`config.mk`:
```
export PLATFORM = sky130hd
export DESIGN_NAME = logic_unit_seq
export DESIGN_NICKNAME = d
export VERILOG_FILES = /design/src/rtl/logic_unit_seq.sv
export SDC_FILE = /design/constraint.sdc
export NUM_CORES = 1
export LEC_CHECK = 0
export CELL_PAD_IN_SITES_DETAIL_PLACEMENT = 0
export CELL_PAD_IN_SITES_GLOBAL_PLACEMENT = 2
export CORE_UTILIZATION = 25
export DETAILED_ROUTE_END_ITERATION = 10
export GPL_TIMING_DRIVEN = 0
export PLACE_DENSITY_LB_ADDON = 0.1
export SYNTH_ARGS = -nofsm -noshare
export SYNTH_HDL_FRONTEND = slang
export SYNTH_SLANG_ARGS = --single-unit
```
`constraint.sdc`:
```
create_clock -name clk -period 4.55 [get_ports clk]
set_clock_uncertainty 0.15 [all_clocks]
set_input_delay 0.91 -clock clk [delete_from_list [all_inputs] [get_ports clk]]
set_output_delay 0.91 -clock clk [all_outputs]
set_load 0.01 [all_outputs]
```
`src/rtl/logic_unit_seq.sv`:
```
// Sequencer wrapping an external combinational logic unit: latches a request, samples the
// unit's result one cycle later and holds it behind a valid/ready handshake.
module logic_unit_seq #(
  parameter int unsigned WIDTH = 32
) (
  input  logic             clk,
  input  logic             rst,
  input  logic             in_valid,
  output logic             in_ready,
  input  logic [1:0]       op,
  input  logic [WIDTH-1:0] a,
  input  logic [WIDTH-1:0] b,
  output logic             lu_f1,
  output logic             lu_f0,
  output logic [WIDTH-1:0] lu_a,
  output logic [WIDTH-1:0] lu_b,
  input  logic [WIDTH-1:0] lu_out,
  output logic             res_valid,
  input  logic             res_ready,
  output logic [WIDTH-1:0] result,
  output logic             res_zero,
  output logic             res_illegal,
  output logic [15:0]      op_count
);

  typedef enum logic [1:0] {StIdle, StExec, StDone} state_e;

  state_e           state_q;
  logic             lu_f1_q;
  logic             lu_f0_q;
  logic [WIDTH-1:0] lu_a_q;
  logic [WIDTH-1:0] lu_b_q;
  logic [WIDTH-1:0] result_q;
  logic             res_zero_q;
  logic             res_illegal_q;
  logic [15:0]      op_count_q;

  always_ff @(posedge clk or posedge rst) begin
    if (rst) begin
      state_q       <= StIdle;
      lu_f1_q       <= 1'b0;
      lu_f0_q       <= 1'b0;
      lu_a_q        <= '0;
      lu_b_q        <= '0;
      result_q      <= '0;
      res_zero_q    <= 1'b0;
      res_illegal_q <= 1'b0;
      op_count_q    <= '0;
    end else begin
      case (state_q)
        StIdle: begin
          if (in_valid) begin
            lu_f1_q <= op[1];
            lu_f0_q <= op[0];
            lu_a_q  <= a;
            lu_b_q  <= b;
            state_q <= StExec;
          end
        end
        StExec: begin
          // The illegal flag follows the latched opcode, not the live op input.
          result_q      <= lu_out;
          res_zero_q    <= (lu_out == '0);
          res_illegal_q <= ~(lu_f1_q | lu_f0_q);
          state_q       <= StDone;
        end
        StDone: begin
          if (res_ready) begin
            op_count_q <= op_count_q + 16'd1;
            state_q    <= StIdle;
          end
        end
        default: state_q <= StIdle;
      endcase
    end
  end

  assign in_ready    = (state_q == StIdle);
  assign res_valid   = (state_q == StDone);
  assign lu_f1       = lu_f1_q;
  assign lu_f0       = lu_f0_q;
  assign lu_a        = lu_a_q;
  assign lu_b        = lu_b_q;
  assign result      = result_q;
  assign res_zero    = res_zero_q;
  assign res_illegal = res_illegal_q;
  assign op_count    = op_count_q;

endmodule

```
Fig. 1: M3 wires
Drawn at 3 px/um. Cells faint in the background.
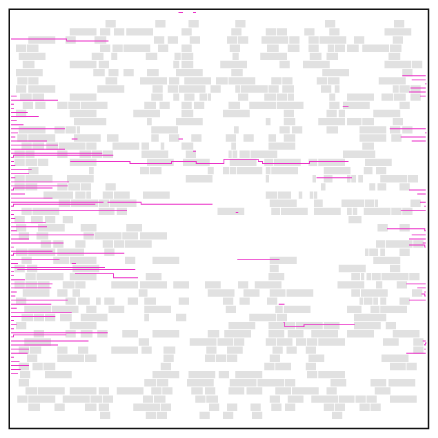
- wire length on this layer: 1,160 um
- main direction: horizontal
- nets with wire on the layer: 103

Fig. 2: clock wiring as the flow saved it
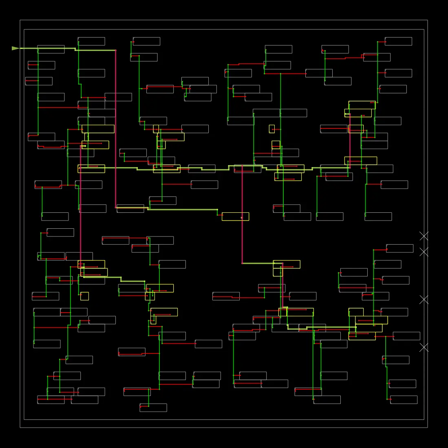
Clock Latency Late Sink: 0.40 ns
flip-flops: 118
CTS buffer count: 17
clock group power: 1.38 mW
clkbuf count: 20

==> ci_impl_report.md <==
### Metrics collected by this job

| Metric | Value |
|---|---|
| Outcome | `finished, violations left` |
| Failing checks | `design-rule violations` |
| Initial DRC count | `105` |
| Proportion of layout cells with a drive suffix above 1 | `0.2744` |
| Hold Path Stages | `1` |
| Min-delay worst type | `flop to flop` |
| Hold Slack | `0.3233 ns` |
| Final worst slack | `1.733 ns` |
| Total Neg Setup Slack | `0 ns` |
| Hold Crit Endpoint | `op_count[15]$_DFFE_PP0P_` |
| Non-clk buf share | `0.2967` |
| RR Startpoint | `state_q[1]$_DFFE_PP0P_` |
| Max Clk Rate | `355.0 MHz` |
| Nets | `633` |
| Logic gate fraction of the total cell area | `0.2100` |
| Synth top cell by count | `dfrtp_1` |
| Yosys simple share | `0.05449` |
| Non-clock buffers | `232` |
| CP Data Required Time | `3.49 ns` |
| Synth warn | `0` |
| Top delay family on crit path | `buffers and inverters` |
| DR pass1 iterations | `9` |
| Clock-cell share | `0.07785` |
| Top area contributor share | `0.6273` |
| Sw frac | `0.2888` |
| Setup slack, reg-to-reg | `2.77 ns` |
| M1 GR Usage | `0.1473` |
| R2r worst-path depth | `6` |
| Post-layout min period | `2.817 ns` |
| N_diodes | `0` |
| Drt wl/cell | `15.98 um` |
| Area growth from synthesis to layout | `66.29%` |
| Htree depth | `4` |
| Hold-fix buffers, CTS | `0` |
| DRC | `4` |
| Clock root cell | `clkbuf_16` |
| Ys flop type | `dfrtp_1` |
| Post-DP HPWL | `9025 um` |
| Pin count of the biggest net entering global routing | `61` |
| Placer congestion estimate | `0.6993` |
| Endpoint kind of the worst setup timing path | `primary output` |
| Inverters | `2` |
| Gate Area | `0.001644 mm2` |
| Clock Power Share | `0.252` |
| Synth async-reset ratio | `1.000` |
| Startpoint types | `flop` |
| Total core area | `0.01821 mm2` |
| MUX share of area | `0.2600` |
| Routed wl met2 | `6116 um` |
| Crit-path max FO | `4` |
| Max incr delay on CP | `0.62 ns` |
| Reg area | `0.002953 mm2` |
| Row count | `49` |
| Seq/total area | `0.3772` |
| Placed Area | `0.007218 mm2` |
| Worst r2r dst | `lu_b[15]$_DFFE_PP0P_` |
| DR vias/cell | `4.196` |
| Syn Nets | `394` |
| Worst-margin pin slew | `0.5736 ns` |
| Log Warnings | `26` |
| Worst Path Class, Setup | `flop to primary output` |
| Setup bufs post-CTS | `0` |
| Xor+xnor area frac | `0.02791` |
| Design area | `0.007828 mm2` |
| Yosys cell types | `26` |
| Congestion Overflow GR | `0` |
| Fin. Hold Viols | `0` |
| Fin cells | `772` |
| Top pwr grp | `combinational cells` |
| Initial antenna violation count | `0` |
| Final ANT Viol Nets | `0` |
| Post-Synthesis Cells | `291` |
| Vias in the first global route | `3,573` |
| Psw | `1.580 mW` |
| Yosys chip area | `0.004707 mm2` |
| Leak | `3.289 nW` |
| Io pins | `220` |
| Tapcell Cnt | `229` |
| EDFF count, synth | `0` |
| RSZ-0062 raised after global routing | `no` |
| Most instantiated logic cell after routing | `clkdlybuf4s50_1` |
| Post-synth area hogs | `dfrtp_1 (63%), mux2_2 (17%), mux2_4 (9.3%), xnor2_1 (1.7%), xor2_1 (1.1%)` |
| Resized Gates After CTS | `0` |
| WL met1 | `4811 um` |
| CP Buf/Inv Count | `1` |
| Via Count | `3,239` |
| First-pass GRT wire length | `19,510 um` |
| FP Core Util | `0.2585` |
| Slowest-stage cell, CP | `clkdlybuf4s50_1` |
| Hold_sp | `op_count[15]$_DFFE_PP0P_` |
| Flop pwr share | `0.330` |
| Multi-input gate count | `159` |
| WP depth | `2` |
| CP Launch Point | `state_q[1]$_DFFE_PP0P_` |
| Chip Area | `0.01938 mm2` |
| Global Route Usage Sum | `0.1335` |
| DR top layer | `met4` |
| CP Cell Sequence | `nor2b_1, clkdlybuf4s50_1` |
| Yosys top cell by area | `dfrtp_1` |
No activity file was given, so power comes from the tool's default toggle rates.
